[config.mk]
export PLATFORM = sky130hd
export DESIGN_NAME = mul_iter
export DESIGN_NICKNAME = d
export VERILOG_FILES = /design/src/rtl/rv32i_types.sv /design/src/rtl/mul_iter.sv
export SDC_FILE = /design/constraint.sdc
export NUM_CORES = 1
export LEC_CHECK = 0
export ABC_AREA = 1
export CORE_UTILIZATION = 55
export DETAILED_ROUTE_END_ITERATION = 7
export GPL_TIMING_DRIVEN = 0
export PLACE_DENSITY = 0.81
export RECOVER_POWER = 25
export SYNTH_ARGS = -nofsm -noshare
export SYNTH_HDL_FRONTEND = slang
export SYNTH_SLANG_ARGS = --single-unit
[constraint.sdc]
create_clock -name clk -period 6.1 [get_ports clk]
set_input_delay 0.61 -clock clk [delete_from_list [all_inputs] [get_ports clk]]
set_output_delay 0.61 -clock clk [all_outputs]
set_load 0.005 [all_outputs]
[src/rtl/rv32i_types.sv]
// Shared RV32 execute-stage types.
// Holds the M-extension op encodings used by decode and the iterative units.
package rv32i_types;

  typedef enum logic [1:0] {
    mul    = 2'b00,
    mulh   = 2'b01,
    mulhsu = 2'b10,
    mulhu  = 2'b11
  } mul_ops;

  typedef enum logic [1:0] {
    div  = 2'b00,
    divu = 2'b01,
    rem  = 2'b10,
    remu = 2'b11
  } div_ops;

  // funct3 000..011 select the multiply ops directly
  function automatic mul_ops mul_decode(input logic [2:0] funct3);
    return mul_ops'(funct3[1:0]);
  endfunction

endpackage

[src/rtl/mul_iter.sv]
// Iterative radix-2 shift-add multiplier for MUL/MULH/MULHSU/MULHU.
// Start/done handshake shared with the divider; fixed WIDTH+2 cycle latency.
module mul_iter
  import rv32i_types::*;
#(
  parameter int WIDTH = 32,
  parameter int CNT_W = 6
) (
  input  logic             clk,
  input  logic             rst,
  input  logic [WIDTH-1:0] multiplicand,
  input  logic [WIDTH-1:0] multiplier,
  input  mul_ops           mulop,
  input  logic             start,
  output logic [WIDTH-1:0] result,
  output logic             done
);

  typedef enum logic [1:0] {
    IDLE, BUSY, CLEANUP, DONE
  } state_t;

  state_t               state, state_n;
  logic [CNT_W-1:0]     count;
  logic [2*WIDTH-1:0]   acc;
  logic [2*WIDTH-1:0]   a_sh;
  logic [WIDTH-1:0]     b;
  logic                 neg;
  mul_ops               op;
  logic [2*WIDTH:0]     cap;
  logic [2*WIDTH-1:0]   fixed;
  logic [WIDTH-1:0]     sel;

  // {negate, |rs1|, |rs2|} with signedness chosen by the op
  function automatic logic [2*WIDTH:0] prep(
    input mul_ops           o,
    input logic [WIDTH-1:0] x,
    input logic [WIDTH-1:0] y
  );
    logic             sx, sy;
    logic [WIDTH-1:0] mx, my;
    sx = (o != mulhu) & x[WIDTH-1];
    sy = ((o == mul) | (o == mulh)) & y[WIDTH-1];
    mx = sx ? -x : x;
    my = sy ? -y : y;
    return {sx ^ sy, mx, my};
  endfunction

  assign cap   = prep(mulop, multiplicand, multiplier);
  assign fixed = neg ? -acc : acc;
  assign sel   = (op == mul) ? fixed[WIDTH-1:0]
                             : fixed[2*WIDTH-1:WIDTH];
  assign done  = (state == DONE);

  always_comb begin
    state_n = state;
    unique case (state)
      IDLE:    if (start) state_n = BUSY;
      BUSY:    if (count == '0) state_n = CLEANUP;
      CLEANUP: state_n = DONE;
      DONE:    state_n = IDLE;
      default: state_n = IDLE;
    endcase
  end

  always_ff @(posedge clk or negedge rst) begin
    if (!rst) begin
      state  <= IDLE;
      count  <= '0;
      acc    <= '0;
      a_sh   <= '0;
      b      <= '0;
      neg    <= 1'b0;
      op     <= mul;
      result <= '0;
    end else begin
      state <= state_n;
      unique case (state)
        IDLE: if (start) begin
          neg   <= cap[2*WIDTH];
          a_sh  <= {{WIDTH{1'b0}}, cap[2*WIDTH-1:WIDTH]};
          b     <= cap[WIDTH-1:0];
          acc   <= '0;
          count <= CNT_W'(WIDTH);
          op    <= mulop;
        end
        BUSY: if (count != '0) begin
          if (b[0]) acc <= acc + a_sh;
          a_sh  <= a_sh << 1;
          b     <= b >> 1;
          count <= count - 1'b1;
        end
        CLEANUP: begin
          acc    <= fixed;
          result <= sel;
        end
        default: ;
      endcase
    end
  end

endmodule

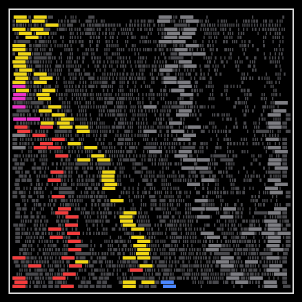
(register map, names as in the netlist)
Scale: 1.5 px per um. Other sequential cells in the stronger grey, the rest of the logic in the fainter grey.
`b`: drawn in red, sequential cells 32. `count`: drawn in magenta, sequential cells 6. `a_sh`: drawn in yellow, sequential cells 64. `state`: drawn in blue, sequential cells 2.
Another 99 sequential cells are not coloured.

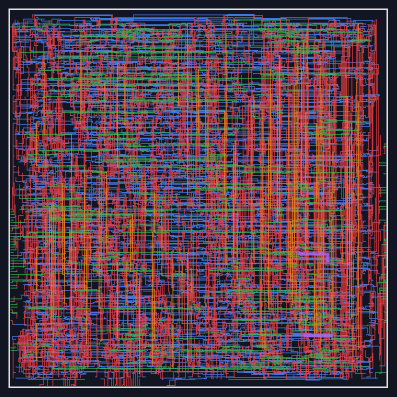
(routed metal, one colour a layer)
Scale: 2 px per um.
M5: drawn in purple, wire length 30.1 um. M3: drawn in green, wire length 8,090 um. M4: drawn in orange, wire length 4,910 um. M2: drawn in red, wire length 33.5 mm. M1: drawn in blue, wire length 30.5 mm.

-- metrics by stage --
step           util (%)  hold slack (ps)  setup TNS (ps)
2_1_floorplan         -              314               0
3_3_place_gp       61.0              458         -735880
3_5_place_dp       61.1              467               0
4_1_cts            63.5              120               0
5_1_grt            63.5              146               0
6_report           63.5             75.1               0
-- flip-flops by register name (all words and copies together), names as in the netlist --
signal / count
op: 2
neg: 1
a_sh: 64
state: 2
acc: 64
count: 6
result: 32
b: 32
-- final cells by class --
class,instances,area (um^2),share of cell area [%]
diodes,1,2.50,0.0116
plain buffers,80,372,1.73
clock buffers,31,678,3.15
clock inverters,11,146,0.681
inverters,521,1960,9.12
multi-input cells,2500,11700,54.3
flip-flops and latches,203,5080,23.6
well taps,448,561,2.61
repair buffers,102,1020,4.75
==> impl_metrics.toml <==
# flow metrics
[placement]
place_congestion = 1.09
io_buffers = 101
dp.cells = 3854
hpwl_um = 63800

[final_layout]
fillers = 3258
drive_above_1_share_pct = 3.10
syn_to_final_growth_pct = 12.6
final_cells = 3897
lay_top_cells = "nand2_1, inv_1, nor2_1"
fin_area_um2 = 21500

[grt]
grt_pass1_vias = 20700
top_usage_layer = "met2"
grt_max_degree = 108
grtUsageMet1_pct = 56.4
grt_first_pass_wirelength_um = 118000
antenna_found_initial = 2

[status]
status = "finished with violations"
violations = "capacitance limit, slew limit"

[logic_synthesis]
common_cells = "nand2_1, inv_1, nor2_1, nand3_1, dfrtp_1"
top_cells_by_area = "dfrtp_1, nand2_1, inv_1"
synthTopLogicFamily = "simple AND/OR/NAND/NOR gates"
ys_ff = 203
post-synth-top-count-cell = "nand2_1"
flop_cell = "dfrtp_1"
async_flop_share_pct = 100
ys_sh_adder_pct = 4.95
ys_cells = 3304
edf_count = 0
ys_seq_share_pct = 26.6
synth.distinct_cells = 46
synth-simple-area-share_pct = 43.3

[pwr]
intPower_mw = 4.66
powerDensity_nw_per_um2 = 483
leakagePower_nw = 11.7
finalPower_mw = 10.4
pwr-share-seq_pct = 22.3
pg_clk_mw = 1.52
clkPwrFrac_pct = 14.7
p_sw_share_pct = 55.1
p_seq_mw = 2.31

[critical_path]
cp-end-kind = "flip-flop"
cp_data_arrival_time_ps = 3550
ff2ff_setup_slack_ps = 2950
timing.rr.start = "acc[1]$_DFFE_PN0P_"
cp_common_cell = "nand2_1"
crit_fanout = 6
worstSetupEndpoint = "result[12]$_DFFE_PN0P_"
path_depth = 13
critical_path.top_delay_family = "simple AND/OR/NAND/NOR gates"
rr_endpoint = "result[12]$_DFFE_PN0P_"
crit_buf_inv = 3
critical_path.startpoint = "acc[1]$_DFFE_PN0P_"

[detailed_routing]
met3_length_um = 8090
wl_um = 77100
dr_wl_met2_um = 33500
detail-route-antenna-nets = 0
vias = 22500
met1_length_um = 30500

[clock_tree]
cts_hold_buf = 0
clk_pin_slew_ps = 60
clockRootBuffer = "clkbuf_16"
numCtsBuffers = 24
cts-htree-levels = 1
cts_setup_buffers = 0

[floorplanning]
chipHeight_um = 188
core_area_um2 = 33900
die_w_um = 188

[job]
tool_warnings = 35
maxCapViolCount = 1

[final_timing]
clock_skew_ps = 18.6
slew_violations = 108
rsz0062_at_grt = "false"

[hold_path]
hp-class = "in -> async"
No activity file was given, so power comes from the tool's default toggle rates.
